==> src/rtl/match_judge_if.sv <==
// Player handshake and result bus for the match judge.
// master: judge side (drives ready/result/status); slave: players and scorer.
interface match_judge_if;
   logic       start;
   logic       p1_valid;
   logic [1:0] p1_choice;
   logic       p1_ready;
   logic       p2_valid;
   logic [1:0] p2_choice;
   logic       p2_ready;
   logic [1:0] matchresult;
   logic       result_valid;
   logic [3:0] round_no;
   logic [3:0] p1_wins;
   logic [3:0] p2_wins;
   logic       game_over;
   logic [1:0] winner;
   logic       busy;

   modport master (
      input  start, p1_valid, p1_choice, p2_valid, p2_choice,
      output p1_ready, p2_ready, matchresult, result_valid,
      output round_no, p1_wins, p2_wins, game_over, winner, busy
   );

   modport slave (
      output start, p1_valid, p1_choice, p2_valid, p2_choice,
      input  p1_ready, p2_ready, matchresult, result_valid,
      input  round_no, p1_wins, p2_wins, game_over, winner, busy
   );
endinterface

==> src/rtl/match_judge.sv <==
// Rock/paper/scissors judge: collects two hidden choices, emits a result pulse.
// Ports: clk, resetn (async low), bus (match_judge_if.master). Macro MATCH_JUDGE_TIMEOUT_EN adds a forfeit timeout.
module match_judge #(
   parameter int WIN_TARGET     = 3,
   parameter int TIMEOUT_CYCLES = 1000,
   parameter int TO_W           = 10
) (
   input  logic          clk,
   input  logic          resetn,
   match_judge_if.master bus
);

   typedef enum logic [2:0] {
      S_IDLE,
      S_COLLECT,
      S_JUDGE,
      S_REPORT,
      S_OVER
   } state_t;

   localparam logic [1:0] ROCK  = 2'b01;
   localparam logic [1:0] PAPER = 2'b10;
   localparam logic [1:0] SCIS  = 2'b11;
   localparam logic [3:0] TGT   = 4'(WIN_TARGET);

   if (WIN_TARGET < 1 || WIN_TARGET > 15 ||
       TIMEOUT_CYCLES < 1 ||
       TIMEOUT_CYCLES >= (1 << TO_W)) begin : g_bad_cfg
      $error("match_judge: illegal parameter set");
   end

   state_t     state, state_nx;
   logic [1:0] c1, c2;
   logic       h1, h2;
   logic [1:0] res_q;
   logic [3:0] rnd, w1, w2;
   logic [1:0] win_q;
   logic       take1, take2;
   logic       to_fire;
   logic [1:0] verdict;

   function automatic logic [1:0] judge(input logic [1:0] a,
                                        input logic [1:0] b);
      logic p1_beats;
      p1_beats = (a == ROCK  && b == SCIS)  ||
                 (a == SCIS  && b == PAPER) ||
                 (a == PAPER && b == ROCK);
      if (a == b)
         return 2'b01;
      return p1_beats ? 2'b10 : 2'b11;
   endfunction

   assign take1 = (state == S_COLLECT) && !h1 &&
                  bus.p1_valid && (bus.p1_choice != 2'b00);
   assign take2 = (state == S_COLLECT) && !h2 &&
                  bus.p2_valid && (bus.p2_choice != 2'b00);

   // With only one choice held the round can only reach JUDGE by forfeit.
   always_comb begin
      verdict = 2'b11;
      if (h1 && h2)
         verdict = judge(c1, c2);
      else if (h1)
         verdict = 2'b10;
   end

`ifdef MATCH_JUDGE_TIMEOUT_EN
   localparam logic [TO_W-1:0] TO_LIM = TO_W'(TIMEOUT_CYCLES);

   logic [TO_W-1:0] to_cnt;
   logic            to_hit;

   assign to_hit  = (state == S_COLLECT) && !bus.start &&
                    !(h1 && h2) && (to_cnt == TO_LIM);
   // A capture landing on the limit edge wins over the forfeit.
   assign to_fire = to_hit && (h1 ^ h2) && !take1 && !take2;

   always_ff @(posedge clk or negedge resetn) begin
      if (!resetn)
         to_cnt <= '0;
      else if (bus.start || state != S_COLLECT)
         to_cnt <= '0;
      else if ((h1 && h2) || (h1 && take2) ||
               (h2 && take1) || (take1 && take2))
         to_cnt <= '0;
      else if (to_hit)
         to_cnt <= '0;
      else
         to_cnt <= to_cnt + 1'b1;
   end
`else
   assign to_fire = 1'b0;
`endif

   always_ff @(posedge clk or negedge resetn) begin
      if (!resetn)
         state <= S_IDLE;
      else
         state <= state_nx;
   end

   always_comb begin
      state_nx = state;
      case (state)
         S_IDLE:
            if (bus.start)
               state_nx = S_COLLECT;
         S_COLLECT:
            if (bus.start)
               state_nx = S_COLLECT;
            else if ((h1 && h2) || to_fire)
               state_nx = S_JUDGE;
         S_JUDGE:
            state_nx = bus.start ? S_COLLECT : S_REPORT;
         S_REPORT:
            if (!bus.start && (w1 == TGT || w2 == TGT))
               state_nx = S_OVER;
            else
               state_nx = S_COLLECT;
         S_OVER:
            if (bus.start)
               state_nx = S_COLLECT;
         default:
            state_nx = S_IDLE;
      endcase
   end

   always_ff @(posedge clk or negedge resetn) begin
      if (!resetn) begin
         c1    <= '0;
         c2    <= '0;
         h1    <= 1'b0;
         h2    <= 1'b0;
         res_q <= '0;
         rnd   <= '0;
         w1    <= '0;
         w2    <= '0;
         win_q <= '0;
      end else if (bus.start) begin
         c1    <= '0;
         c2    <= '0;
         h1    <= 1'b0;
         h2    <= 1'b0;
         res_q <= '0;
         rnd   <= '0;
         w1    <= '0;
         w2    <= '0;
         win_q <= '0;
      end else begin
         case (state)
            S_COLLECT: begin
               if (take1) begin
                  c1 <= bus.p1_choice;
                  h1 <= 1'b1;
               end
               if (take2) begin
                  c2 <= bus.p2_choice;
                  h2 <= 1'b1;
               end
            end
            S_JUDGE: begin
               res_q <= verdict;
               rnd   <= rnd + 1'b1;
               if (verdict == 2'b10)
                  w1 <= w1 + 1'b1;
               if (verdict == 2'b11)
                  w2 <= w2 + 1'b1;
            end
            S_REPORT: begin
               res_q <= '0;
               c1    <= '0;
               c2    <= '0;
               h1    <= 1'b0;
               h2    <= 1'b0;
               if (w1 == TGT)
                  win_q <= 2'b01;
               else if (w2 == TGT)
                  win_q <= 2'b10;
            end
            default: ;
         endcase
      end
   end

   assign bus.p1_ready     = (state == S_COLLECT) && !h1;
   assign bus.p2_ready     = (state == S_COLLECT) && !h2;
   assign bus.matchresult  = res_q;
   assign bus.result_valid = (state == S_REPORT);
   assign bus.round_no     = rnd;
   assign bus.p1_wins      = w1;
   assign bus.p2_wins      = w2;
   assign bus.game_over    = (state == S_OVER);
   assign bus.winner       = win_q;
   assign bus.busy         = (state == S_COLLECT) ||
                             (state == S_JUDGE)   ||
                             (state == S_REPORT);

endmodule

==> src/flat_wrapper.sv <==
// flat-port wrapper written by rule: the top's interface ports become plain ports
module match_judge_flat 
#(
   parameter int WIN_TARGET     = 3,
   parameter int TIMEOUT_CYCLES = 1000,
   parameter int TO_W           = 10
)
  (clk, resetn, bus_start, bus_p1_valid, bus_p1_choice, bus_p2_valid, bus_p2_choice, bus_p1_ready, bus_p2_ready, bus_matchresult, bus_result_valid, bus_round_no, bus_p1_wins, bus_p2_wins, bus_game_over, bus_winner, bus_busy);
  match_judge_if bus_i ();
  input  logic clk;
  input  logic resetn;
  input wire logic [$bits(bus_i.start)-1:0] bus_start;
  input wire logic [$bits(bus_i.p1_valid)-1:0] bus_p1_valid;
  input wire logic [$bits(bus_i.p1_choice)-1:0] bus_p1_choice;
  input wire logic [$bits(bus_i.p2_valid)-1:0] bus_p2_valid;
  input wire logic [$bits(bus_i.p2_choice)-1:0] bus_p2_choice;
  output wire logic [$bits(bus_i.p1_ready)-1:0] bus_p1_ready;
  output wire logic [$bits(bus_i.p2_ready)-1:0] bus_p2_ready;
  output wire logic [$bits(bus_i.matchresult)-1:0] bus_matchresult;
  output wire logic [$bits(bus_i.result_valid)-1:0] bus_result_valid;
  output wire logic [$bits(bus_i.round_no)-1:0] bus_round_no;
  output wire logic [$bits(bus_i.p1_wins)-1:0] bus_p1_wins;
  output wire logic [$bits(bus_i.p2_wins)-1:0] bus_p2_wins;
  output wire logic [$bits(bus_i.game_over)-1:0] bus_game_over;
  output wire logic [$bits(bus_i.winner)-1:0] bus_winner;
  output wire logic [$bits(bus_i.busy)-1:0] bus_busy;
  assign bus_i.start = bus_start;
  assign bus_i.p1_valid = bus_p1_valid;
  assign bus_i.p1_choice = bus_p1_choice;
  assign bus_i.p2_valid = bus_p2_valid;
  assign bus_i.p2_choice = bus_p2_choice;
  assign bus_p1_ready = bus_i.p1_ready;
  assign bus_p2_ready = bus_i.p2_ready;
  assign bus_matchresult = bus_i.matchresult;
  assign bus_result_valid = bus_i.result_valid;
  assign bus_round_no = bus_i.round_no;
  assign bus_p1_wins = bus_i.p1_wins;
  assign bus_p2_wins = bus_i.p2_wins;
  assign bus_game_over = bus_i.game_over;
  assign bus_winner = bus_i.winner;
  assign bus_busy = bus_i.busy;
  match_judge #(.WIN_TARGET(WIN_TARGET), .TIMEOUT_CYCLES(TIMEOUT_CYCLES), .TO_W(TO_W)) u_core (.clk(clk), .resetn(resetn), .bus(bus_i));
endmodule
==> config.mk <==
export PLATFORM = sky130hd
export DESIGN_NAME = match_judge_flat
export DESIGN_NICKNAME = d
export VERILOG_FILES = /design/src/rtl/match_judge_if.sv /design/src/rtl/match_judge.sv /design/src/flat_wrapper.sv
export SDC_FILE = /design/constraint.sdc
export NUM_CORES = 1
export LEC_CHECK = 0
export CAP_MARGIN = 0
export CORE_UTILIZATION = 55
export CTS_BUF_LIST = sky130_fd_sc_hd__clkbuf_2 sky130_fd_sc_hd__clkbuf_4 sky130_fd_sc_hd__clkbuf_8
export DETAILED_ROUTE_END_ITERATION = 16
export PLACE_DENSITY_LB_ADDON = 0.3
export SYNTH_ARGS = -nofsm -noshare
export SYNTH_HDL_FRONTEND = slang
export SYNTH_SLANG_ARGS = --single-unit
export TNS_END_PERCENT = 50
==> constraint.sdc <==
create_clock -name clk -period 3.5 [get_ports clk]
set_clock_uncertainty 0.1 [all_clocks]
set_input_delay 0.525 -clock clk [delete_from_list [all_inputs] [get_ports clk]]
set_output_delay 0.525 -clock clk [all_outputs]
set_load 0.01 [all_outputs]
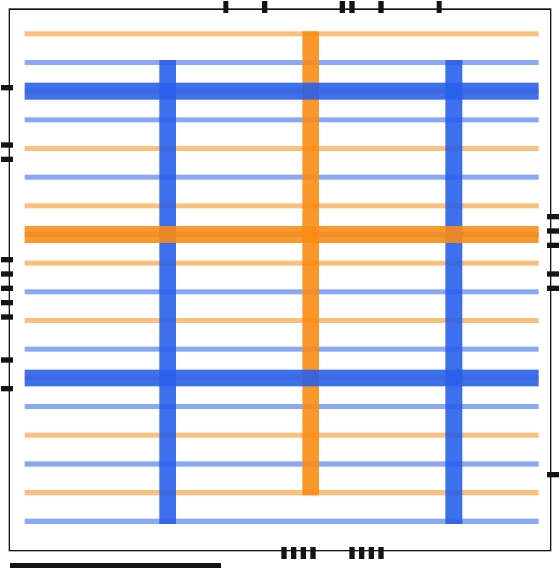
**Above:** run 1 (supply network).
The bar under the picture is 20 um long. Pins as bars on the die edge.
blue -> VSS
orange -> VDD
met4 straps = 3
met1 rails = 18

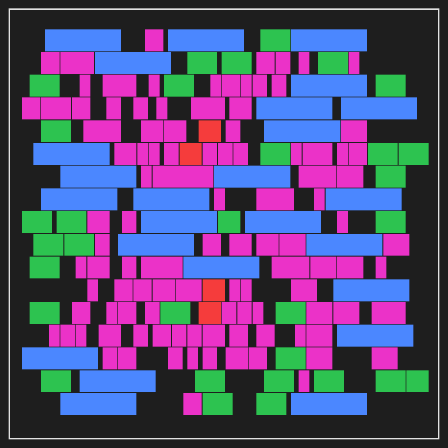
**Above:** run 1 (cell classes on the final placement).
magenta -> all other logic  # cells 105, share of their area 42%
red -> clock drivers and dummy loads  # cells 4, share of their area 1.8%
blue -> flip-flops  # cells 25, share of their area 38%
green -> other buffers and delay cells  # cells 31, share of their area 19%
fraction of area in registers: 37.3%
fraction of the core area covered by cells at the end of the flow: 74.4%
std cell rows: 17
area of the placeable core: 2250 um2

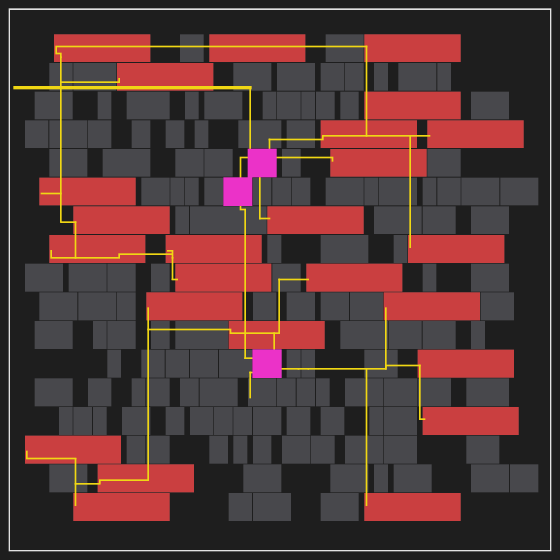
**Above:** run 1 (clock distribution).
magenta -> cells driving clock nets  # count 3
red -> flip-flops  # count 25
yellow -> clock wires  # length 279 um
flops lie = spread over the die

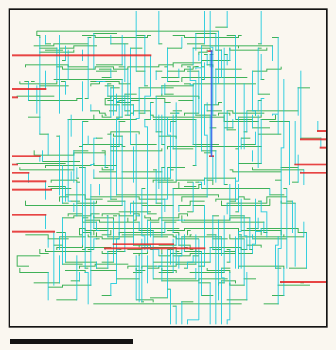
**Above:** run 1 (signal wires by layer).
The bar under the picture is 20 um long.
blue -> met4  # wire length 17.0 um
green -> met1  # wire length 1310 um
red -> met3  # wire length 107 um
cyan -> met2  # wire length 1330 um
total global-route track usage: 23.9%
Final Routed Wirelength: 2.76 mm
drt wl/cell: 14.3 um
via count of the routed design: 1096

==> run summary, run 1 <==
run metrics: slowest CP cell dfrtp_1, sort of element at the end of the critical path primary output, number of cell instances on the worst register-to-register path 5, count of antenna diodes in the layout 0, Hold WC Path Type in2async, final net count 178, initial core utilization 59.1%, vias in the first global route 1016, placer congestion estimate 0.790, slew at the pin with the worst max-slew slack 443 ps, Switching Fraction 26.5%, logic depth of the worst setup path including buffers 3, Max transition margin 70.3%, final cycle utilization of the critical path 78.2%, Final HPWL DP 2.03 mm, vertical die dimension 51.2 um, clk cell area share 1.79%, via density per instance 5.68, Non-clk bufs 31, commonest cells in the netlist dfrtp_1 (25), nor2_1 (18), a21oi_1 (12), result of the run complete, no violations, number of max-slew violations in the final report 0, detailed route wirelength on metal2 1.33 mm, wire length of the first global-routing pass 4.61 mm, Post-synth ARST share 100%, flip-flops with a built-in enable 0, flip-flop and latch count after synthesis 25, clock tree buffer count of the final layout 3, overall chip area 2620 um2, Cell Pwr Density 301 nW/um2, number of flip-flops and latches 25, synthesis area per yosys 1330 um2, post_cts resized 0, routed wire length on met3 107 um, wire length the detailed router placed on met1 1.31 mm, AND-OR/OR-AND share of the synthesized area 14.9%, WHS 450 ps, largest family of logic cells by area simple AND/OR/NAND/NOR gates, final worst setup slack 763 ps, ANT nets after route 0, CTS clk-pin slew, worst paths 140 ps, Internal Power 371 uW, final-layout setup total negative slack 0 ps, Main power group sequential cells, Horiz. Die Dim 51.2 um, cell count in the Yosys report 136, clock distribution power 133 uW, power consumed by sequential cells 307 uW, Layout fillers 181, Distinct lib cells used 38, post-synthesis instance area 1330 um2, port buffer count 29, sequential element share of the synthesized area 46.9%, maximum fanout count along the critical path 9, worst path arrival time 2110 ps, total number of tap cells 28, Final Total Pwr 505 uW, launch point of the worst path u_core.state[0], dominant logic cell type in the layout clkdlybuf4s50_1, area share of the largest cell type after synthesis 46.9%, max layer used met4, multi-input combinational cell area 678 um2, power in combinational cells 65.4 uW, setup fix buffers added after clock tree synthesis 0, number of placed cells counting well taps 189, termination of the worst setup path bus_result_valid, signal buffers share of area 18.2%, final tally of setup violations 0, Non-clk invs 1, switching power summed over all nets 134 uW, share of the final layout cell area in multi-input gates 40.4%, number of buffers inserted by hold repair at cts 0, reg-to-reg startpoint u_core.state[1], worst-case register-to-register setup slack 1620 ps, Max-Cap Viols 0, delay of the slowest cell on the worst path 590 ps, gr ovfl total 0
**Run 1: congestion heat map**

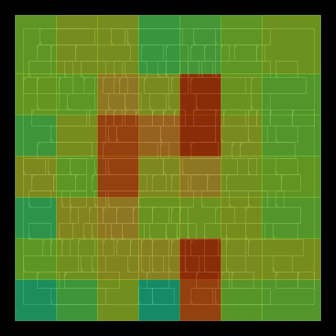

--- run 2 (diff from run 1) ---
--- a/config.mk
+++ b/config.mk
@@ -6,7 +6,7 @@
 export NUM_CORES = 1
 export LEC_CHECK = 0
 export CAP_MARGIN = 0
-export CORE_UTILIZATION = 55
+export CORE_UTILIZATION = 51
 export CTS_BUF_LIST = sky130_fd_sc_hd__clkbuf_2 sky130_fd_sc_hd__clkbuf_4 sky130_fd_sc_hd__clkbuf_8
 export DETAILED_ROUTE_END_ITERATION = 16
 export PLACE_DENSITY_LB_ADDON = 0.3
==> constraint.sdc (replaced) <==
create_clock -name clk -period 2.81 [get_ports clk]
set_clock_uncertainty 0.1 [all_clocks]
set_input_delay 0.4215 -clock clk [delete_from_list [all_inputs] [get_ports clk]]
set_output_delay 0.4215 -clock clk [all_outputs]
set_load 0.01 [all_outputs]
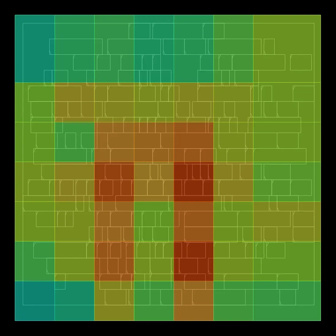
**Above:** run 2 (congestion heat map).
met1 track utilization from global routing: 29.7%
met2 Use GR: 40.9%

==> run 2 against run 1 <==
Net effect: critical path depth unchanged; core utilization decreased by 6.3 points; via count decreased by 0.64%; synthesized area unchanged; first-iteration DRC count decreased by 47%; flip-flop count unchanged; non-clock buffer count increased by 1; global-route usage decreased by 0.45 points; clock power increased by 25%; sequential power increased by 25%; die area increased by 7.5%; critical endpoint unchanged.
==> run summary, run 2 <==
run metrics: result of the run complete, no violations, overall chip area 2820 um2 (+7.5%), area share of the largest cell type after synthesis 46.9% (unchanged), drt wl/cell 14.3 um (-0.14%), via density per instance 5.56 (-2.2%), switching power summed over all nets 158 uW (+18%), Switching Fraction 25.1% (-1.5 points), ANT nets after route 0 (unchanged), Hold WC Path Type in2async, largest family of logic cells by area simple AND/OR/NAND/NOR gates, WHS 361 ps (-88.7 ps), number of buffers inserted by hold repair at cts 0 (unchanged), Non-clk bufs 32 (+3.2%), area of the placeable core 2480 um2 (+9.9%), placer congestion estimate 0.804 (+1.8%), Cell Pwr Density 374 nW/um2 (+24%), number of placed cells counting well taps 192 (+1.6%), setup fix buffers added after clock tree synthesis 0 (unchanged), initial core utilization 53.8% (-5.3 points), multi-input combinational cell area 678 um2 (unchanged), Main power group sequential cells, final worst setup slack 216 ps (-547 ps), Post-synth ARST share 100% (unchanged), std cell rows 18 (+1), total number of tap cells 30 (+7.1%), flip-flops with a built-in enable 0 (unchanged), reg-to-reg startpoint u_core.state[1], launch point of the worst path u_core.state[0], cell count in the Yosys report 136 (unchanged), signal buffers share of area 18.5% (+0.34 points), sort of element at the end of the critical path primary output, post_cts resized 0 (unchanged), wire length of the first global-routing pass 4.84 mm (+5.1%), worst path arrival time 2070 ps (-40 ps), Max-Cap Viols 0 (unchanged), post-synthesis instance area 1330 um2 (unchanged), Max transition margin 65.1% (-5.2 points), logic depth of the worst setup path including buffers 3 (unchanged), routed wire length on met3 85 um (-21%), via count of the routed design 1089 (-0.64%), worst-case register-to-register setup slack 850 ps (-770 ps), CTS clk-pin slew, worst paths 140 ps (about the same), clock distribution power 166 uW (+25%), power consumed by sequential cells 384 uW (+25%), gr ovfl total 0 (unchanged), commonest cells in the netlist dfrtp_1 (25), nor2_1 (18), a21oi_1 (12), Non-clk invs 1 (unchanged), Final Total Pwr 632 uW (+25%), final-layout setup total negative slack 0 ps (unchanged), fraction of area in registers 37.1% (-0.22 points), Layout fillers 210 (+16%), number of cell instances on the worst register-to-register path 5 (unchanged), final net count 179 (+0.56%), flip-flop and latch count after synthesis 25 (unchanged), number of flip-flops and latches 25 (unchanged), wire length the detailed router placed on met1 1.27 mm (-2.8%), number of max-slew violations in the final report 0 (unchanged), final tally of setup violations 0 (unchanged), sequential element share of the synthesized area 46.9% (unchanged), vias in the first global route 1077 (+6.0%), share of the final layout cell area in multi-input gates 40.2% (-0.24 points), AND-OR/OR-AND share of the synthesized area 14.9% (unchanged)
--- run 3 (diff from run 2) ---
--- a/config.mk
+++ b/config.mk
@@ -9,6 +9,7 @@
 export CORE_UTILIZATION = 51
 export CTS_BUF_LIST = sky130_fd_sc_hd__clkbuf_2 sky130_fd_sc_hd__clkbuf_4 sky130_fd_sc_hd__clkbuf_8
 export DETAILED_ROUTE_END_ITERATION = 16
+export HOLD_SLACK_MARGIN = 0.05
 export PLACE_DENSITY_LB_ADDON = 0.3
 export SYNTH_ARGS = -nofsm -noshare
 export SYNTH_HDL_FRONTEND = slang
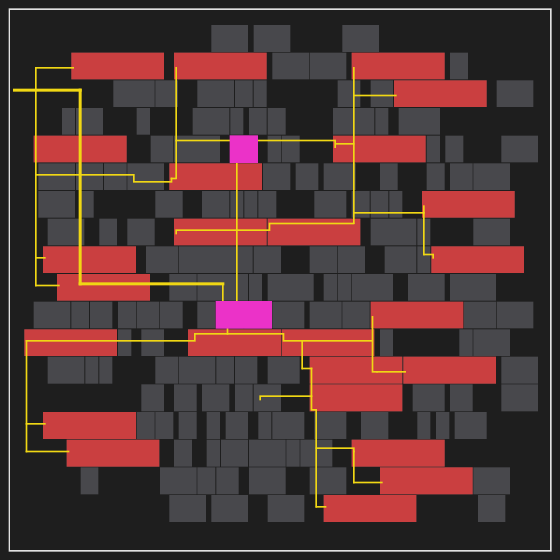
**Above:** run 3 (clock distribution).
magenta -> cells driving clock nets  # count 3
yellow -> clock wires  # length 281 um
red -> flip-flops  # count 25
flops lie = spread over the die
routed clock nets = 4
share of power burned in the clock network: 26.3%
Clock Latency Late Sink: 310 ps
clock distribution power: 166 uW

==> run 3 against run 2 <==
Net effect: synthesized area is the same; wire length is the same; maximum frequency is the same; power is the same; design area is the same; die area is the same; worst setup slack is the same.
==> run summary, run 3 <==
run metrics: Non-clk invs 1 (unchanged), met1 track utilization from global routing 29.7% (unchanged), peak supply drop 0.318 mV, ANT nets after route 0 (unchanged), Final Total Pwr 632 uW (unchanged), area share of the largest cell type after synthesis 46.9% (unchanged), worst path arrival time 2070 ps (about the same), number of placed cells counting well taps 192 (unchanged), Hold WC Path Type in2async, area taken by flip-flops and latches 626 um2, post-synthesis instance area 1330 um2 (unchanged), initial core utilization 53.8% (unchanged), Layout fillers 210 (unchanged), drt wl/cell 14.3 um (unchanged), Non-clk bufs 32 (unchanged), CTS clk-pin slew, worst paths 140 ps (about the same), vias in the first global route 1077 (unchanged), final tally of setup violations 0 (unchanged), area of the placeable core 2480 um2 (unchanged), share of the final layout cell area in multi-input gates 40.2% (unchanged), Main power group sequential cells, Ys Warns 0, number of buffers inserted by hold repair at cts 0 (unchanged), detailed route wirelength on metal2 1.43 mm, total number of tap cells 30 (unchanged), setup fix buffers added after clock tree synthesis 0 (unchanged), Worst Setup Path Type reg2out, number of max-slew violations in the final report 0 (unchanged), yosys xor share 3.94%, slowest CP cell clkdlybuf4s50_1, largest family of logic cells by area simple AND/OR/NAND/NOR gates, gr ovfl total 0 (unchanged), routed wire length on met3 85 um (unchanged), flip-flops with a built-in enable 0 (unchanged), wire length of the first global-routing pass 4.84 mm (unchanged), power share of the combinational group 13.0%, flip-flop and latch count after synthesis 25 (unchanged), Max transition margin 65.1% (unchanged), final net count 179 (unchanged), result of the run complete, no violations, worst-case register-to-register setup slack 850 ps (about the same), reg-to-reg startpoint u_core.state[1], overall chip area 2820 um2 (unchanged), number of flip-flops and latches 25 (unchanged), Max-Cap Viols 0 (unchanged), area fraction in mux cells 4.04%, sort of element at the end of the critical path primary output, power consumed by sequential cells 384 uW (about the same), fraction of area in registers 37.1% (unchanged), max frequency 385 MHz, sequential element share of the synthesized area 46.9% (unchanged), std cell rows 18 (unchanged), dominant synthesized flop cell dfrtp_1, via count of the routed design 1089 (unchanged), via density per instance 5.56 (unchanged), Final Routed Wirelength 2.80 mm, wire length the detailed router placed on met1 1.27 mm (unchanged), launch point of the worst path u_core.state[0], number of cell instances on the worst register-to-register path 5 (unchanged), final worst setup slack 216 ps (unchanged), Cell Pwr Density 374 nW/um2 (unchanged), WHS 361 ps (unchanged), vertical die dimension 53.1 um, Switching Fraction 25.1% (unchanged), cell count in the Yosys report 136 (unchanged), signal buffers share of area 18.5% (unchanged), AND-OR/OR-AND share of the synthesized area 14.9% (unchanged), commonest cells in the netlist dfrtp_1 (25), nor2_1 (18), a21oi_1 (12), final-layout setup total negative slack 0 ps (unchanged), delay of the slowest cell on the worst path 590 ps, commonest non-fill, non-tap cells in the layout clkdlybuf4s50_1 (29), dfrtp_1 (25), nor2_1 (18), placer congestion estimate 0.804 (unchanged), multi-input combinational cell area 678 um2 (unchanged), worst path cell trace nor2b_1, and2_1, clkdlybuf4s50_1, post_cts resized 0 (unchanged), met2 Use GR 40.9% (unchanged), Post-synth ARST share 100% (unchanged), logic depth of the worst setup path including buffers 3 (unchanged), Largest delay share family, worst path simple AND/OR/NAND/NOR gates, switching power summed over all nets 158 uW (unchanged)
Power and IR drop assume default switching activity.
